[src/rtl/mulvec_pkg.sv]
// mulvec_pkg: shared state/op encodings and plane indexing for the bit-sliced multiplier
package mulvec_pkg;
   typedef enum logic [1:0] {IDLE, RUN, DONE} state_e;
   typedef enum logic {OP_MUL = 1'b0, OP_SQR = 1'b1} op_e;
   function automatic int plane_idx(input int k, input int lanes);
      return k * lanes;
   endfunction
endpackage

[src/rtl/mulvec_seq_if.sv]
// mulvec_seq_if: operand/result valid-ready bus in bit-plane layout
interface mulvec_seq_if #(
   parameter int LANES = 16,
   parameter int NBITS = 2
);
   import mulvec_pkg::*;
   logic                     in_valid;
   logic                     in_ready;
   op_e                      op;
   logic [NBITS*LANES-1:0]   a_pl;
   logic [NBITS*LANES-1:0]   b_pl;
   logic                     out_valid;
   logic                     out_ready;
   logic [2*NBITS*LANES-1:0] y_pl;
   modport master (output in_valid, op, a_pl, b_pl, out_ready, input in_ready, out_valid, y_pl);
   modport slave (input in_valid, op, a_pl, b_pl, out_ready, output in_ready, out_valid, y_pl);
endinterface

[src/rtl/bitslice_add.sv]
// bitslice_add: per-lane ripple adder across plane words, carry-out exposed for checking
module bitslice_add #(
   parameter int LANES = 16,
   parameter int WIDTH = 4
) (
   input  logic [WIDTH*LANES-1:0] x_i,
   input  logic [WIDTH*LANES-1:0] y_i,
   output logic [WIDTH*LANES-1:0] s_o,
   output logic [LANES-1:0]       c_o
);
   logic [LANES-1:0] c;
   logic [LANES-1:0] x;
   logic [LANES-1:0] y;
   always_comb begin
      s_o = '0;
      c = '0;
      x = '0;
      y = '0;
      for (int j = 0; j < WIDTH; j++) begin
         x = x_i[j*LANES +: LANES];
         y = y_i[j*LANES +: LANES];
         s_o[j*LANES +: LANES] = x ^ y ^ c;
         c = (x & y) | (x & c) | (y & c);
      end
   end
   assign c_o = c;
endmodule

[src/rtl/mulvec_seq.sv]
// mulvec_seq: LANES parallel NBITS x NBITS unsigned multiplies, one shift-add plane step per clock
module mulvec_seq import mulvec_pkg::*; #(
   parameter int LANES = 16,
   parameter int NBITS = 2
) (
   input logic         clk,
   input logic         rst_n,
   mulvec_seq_if.slave bus
);
   localparam int PW = NBITS * LANES;
   localparam int YW = 2 * PW;
   localparam int CW = NBITS > 1 ? $clog2(NBITS) : 1;

   state_e          state_q, state_d;
   logic [CW-1:0]   cnt_q, cnt_d;
   logic [PW-1:0]   a_q, a_d, b_q, b_d, part;
   logic [YW-1:0]   acc_q, acc_d, y_q, y_d, addend, sum;
   logic            ov_q, ov_d, accept, last;
   logic [LANES-1:0] b_k, cout;

   assign bus.in_ready  = state_q == IDLE || (state_q == DONE && bus.out_ready);
   assign bus.out_valid = ov_q;
   assign bus.y_pl      = y_q;
   assign accept        = bus.in_valid && bus.in_ready;
   assign last          = cnt_q == CW'(NBITS - 1);
   assign b_k           = b_q[plane_idx(int'(cnt_q), LANES) +: LANES];

   // partial product row for b bit k, placed k planes up
   always_comb begin
      part = '0;
      for (int i = 0; i < NBITS; i++)
         part[plane_idx(i, LANES) +: LANES] = a_q[plane_idx(i, LANES) +: LANES] & b_k;
   end
   assign addend = {{PW{1'b0}}, part} << plane_idx(int'(cnt_q), LANES);

   bitslice_add #(.LANES(LANES), .WIDTH(2 * NBITS)) u_add (
      .x_i(acc_q),
      .y_i(addend),
      .s_o(sum),
      .c_o(cout)
   );

   always_comb begin
      state_d = state_q;
      cnt_d   = cnt_q;
      acc_d   = acc_q;
      a_d     = a_q;
      b_d     = b_q;
      y_d     = y_q;
      ov_d    = ov_q;
      unique case (state_q)
         RUN: begin
            acc_d = sum;
            cnt_d = last ? cnt_q : cnt_q + CW'(1);
            if (last) begin
               y_d     = sum;
               ov_d    = 1'b1;
               state_d = DONE;
            end
         end
         DONE: if (bus.out_ready) begin
            ov_d    = 1'b0;
            state_d = IDLE;
         end
         default: ;
      endcase
      // an accept in DONE overrides the return to IDLE
      if (accept) begin
         a_d     = bus.a_pl;
         b_d     = bus.op == OP_SQR ? bus.a_pl : bus.b_pl;
         acc_d   = '0;
         cnt_d   = '0;
         state_d = RUN;
      end
   end

   always_ff @(posedge clk or negedge rst_n) begin
      if (!rst_n) begin
         state_q <= IDLE;
         cnt_q   <= '0;
         acc_q   <= '0;
         a_q     <= '0;
         b_q     <= '0;
         y_q     <= '0;
         ov_q    <= 1'b0;
      end else begin
         state_q <= state_d;
         cnt_q   <= cnt_d;
         acc_q   <= acc_d;
         a_q     <= a_d;
         b_q     <= b_d;
         y_q     <= y_d;
         ov_q    <= ov_d;
      end
   end

   a_no_carry_out: assert property (@(posedge clk) disable iff (!rst_n) state_q == RUN |-> cout == '0);
endmodule

[src/flat_wrapper.sv]
// flat-port wrapper written by rule: the top's interface ports become plain ports
module mulvec_seq_flat import mulvec_pkg::*;
#(
   parameter int LANES = 16,
   parameter int NBITS = 2
)
  (clk, rst_n, bus_in_valid, bus_op, bus_a_pl, bus_b_pl, bus_out_ready, bus_in_ready, bus_out_valid, bus_y_pl);
  mulvec_seq_if #(.LANES(LANES), .NBITS(NBITS)) bus_i ();
  input logic clk;
  input logic rst_n;
  input wire logic [$bits(bus_i.in_valid)-1:0] bus_in_valid;
  input wire logic [$bits(bus_i.op)-1:0] bus_op;
  input wire logic [$bits(bus_i.a_pl)-1:0] bus_a_pl;
  input wire logic [$bits(bus_i.b_pl)-1:0] bus_b_pl;
  input wire logic [$bits(bus_i.out_ready)-1:0] bus_out_ready;
  output wire logic [$bits(bus_i.in_ready)-1:0] bus_in_ready;
  output wire logic [$bits(bus_i.out_valid)-1:0] bus_out_valid;
  output wire logic [$bits(bus_i.y_pl)-1:0] bus_y_pl;
  assign bus_i.in_valid = bus_in_valid;
  assign bus_i.op = bus_op;
  assign bus_i.a_pl = bus_a_pl;
  assign bus_i.b_pl = bus_b_pl;
  assign bus_i.out_ready = bus_out_ready;
  assign bus_in_ready = bus_i.in_ready;
  assign bus_out_valid = bus_i.out_valid;
  assign bus_y_pl = bus_i.y_pl;
  mulvec_seq #(.LANES(LANES), .NBITS(NBITS)) u_core (.clk(clk), .rst_n(rst_n), .bus(bus_i));
endmodule
[config.mk]
export PLATFORM = sky130hd
export DESIGN_NAME = mulvec_seq_flat
export DESIGN_NICKNAME = d
export VERILOG_FILES = /design/src/rtl/mulvec_pkg.sv /design/src/rtl/mulvec_seq_if.sv /design/src/rtl/bitslice_add.sv /design/src/rtl/mulvec_seq.sv /design/src/flat_wrapper.sv
export SDC_FILE = /design/constraint.sdc
export NUM_CORES = 1
export LEC_CHECK = 0
export ABC_AREA = 1
export ABC_CLOCK_PERIOD_IN_PS = 2670
export CAP_MARGIN = 5
export CORE_ASPECT_RATIO = 1.4
export CORE_MARGIN = 3
export CORE_UTILIZATION = 40
export DETAILED_ROUTE_END_ITERATION = 7
export GPL_TIMING_DRIVEN = 0
export PLACE_DENSITY = 0.65
export SLEW_MARGIN = 20
export SYNTH_ARGS = -nofsm -noshare
export SYNTH_HDL_FRONTEND = slang
export SYNTH_SLANG_ARGS = --single-unit
[constraint.sdc]
create_clock -name clk -period 2.67 [get_ports clk]
set_input_delay 0.534 -clock clk [delete_from_list [all_inputs] [get_ports clk]]
set_output_delay 0.534 -clock clk [all_outputs]
set_load 0.1 [all_outputs]
### Wires at chosen ports, followed through buffers

(2 px per um)
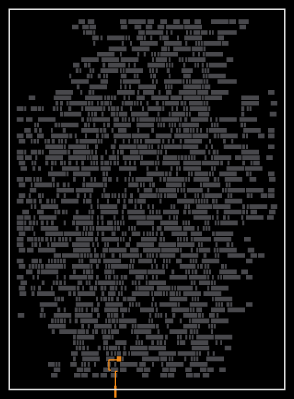
colour	port	bits	direction	edge	end cells	buffers	wire
orange	`bus_in_ready`	1	output	bottom	1	1	19.9 um
I/O Buffers: 133
io pins: 135

### Cell classes on the final placement

(2 px per um) Fill, decap, tap and diode cells in grey.
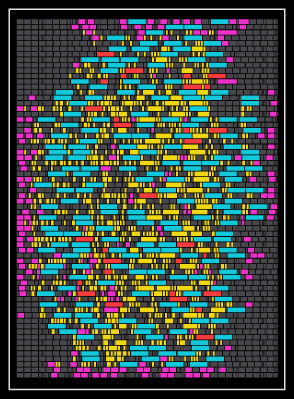
colour	class	cells	share of their area
red	clock drivers and dummy loads	30	4.6%
yellow	combinational and other logic	899	39%
cyan	flops	196	42%
magenta	other buffers and delay cells	194	15%

### Clock wires, drivers and flops

(2 px per um)
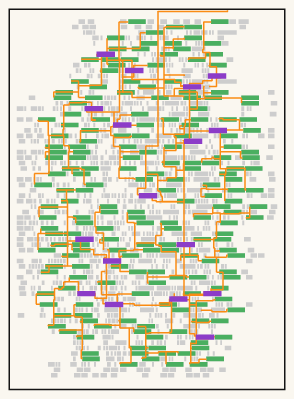
[orange] clock wires | length: 2430 um
[green] flip-flops | count: 196
[purple] clock drivers | count: 17
flops lie	spread over the die
routed clock nets	18

### M2 wires

(2 px per um)
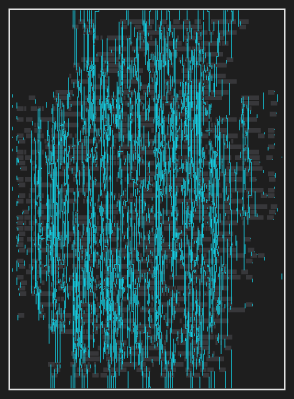
wire length on this layer	12900 um
longest straight run	119 um
share of all routed wire	50%
nets with wire on the layer	1063
main direction	vertical

==> flow_summary.json <==
{
  "nFillCells": 2231,
  "fin_cells": 1625,
  "maxSlewHeadroom": 0.343,
  "pwr-share-comb": 0.518,
  "cp_data_arrival_time_ps": 2950,
  "comb_share": 0.331,
  "startpoint": "u_core.cnt_q",
  "clock_area_frac": 0.0444,
  "fin_skew_ps": 9.28,
  "cts_tree": "yes",
  "comb-power_mw": 7.77,
  "outcome": "complete, no violations",
  "drive_above_1_share": 0.101,
  "drt_pass1_iterations": 5,
  "top_power_group": "combinational cells",
  "ys_ff": 196,
  "bufAreaShareNonClock": 0.143,
  "grt_overflow": 0,
  "grt_pass1_wl_um": 41600,
  "final_cell_mix": "480 x nand2_1, 196 x dfrtp_1, 151 x inv_1",
  "utilization": 0.520,
  "clockRootBuffer": "clkbuf_16",
  "power_leakage_nw": 6.20,
  "logic_gates": 745,
  "ctsHoldBuffers": 1,
  "slowest_stage": "fa_1",
  "whs_ps": 476,
  "yosysSeqAreaShare": 0.510,
  "pg_clk_mw": 2.45,
  "netlist_area_um2": 9610,
  "numCtsBuffers": 17,
  "wl_met1_um": 11000
}
No activity file was given, so power comes from the tool's default toggle rates.
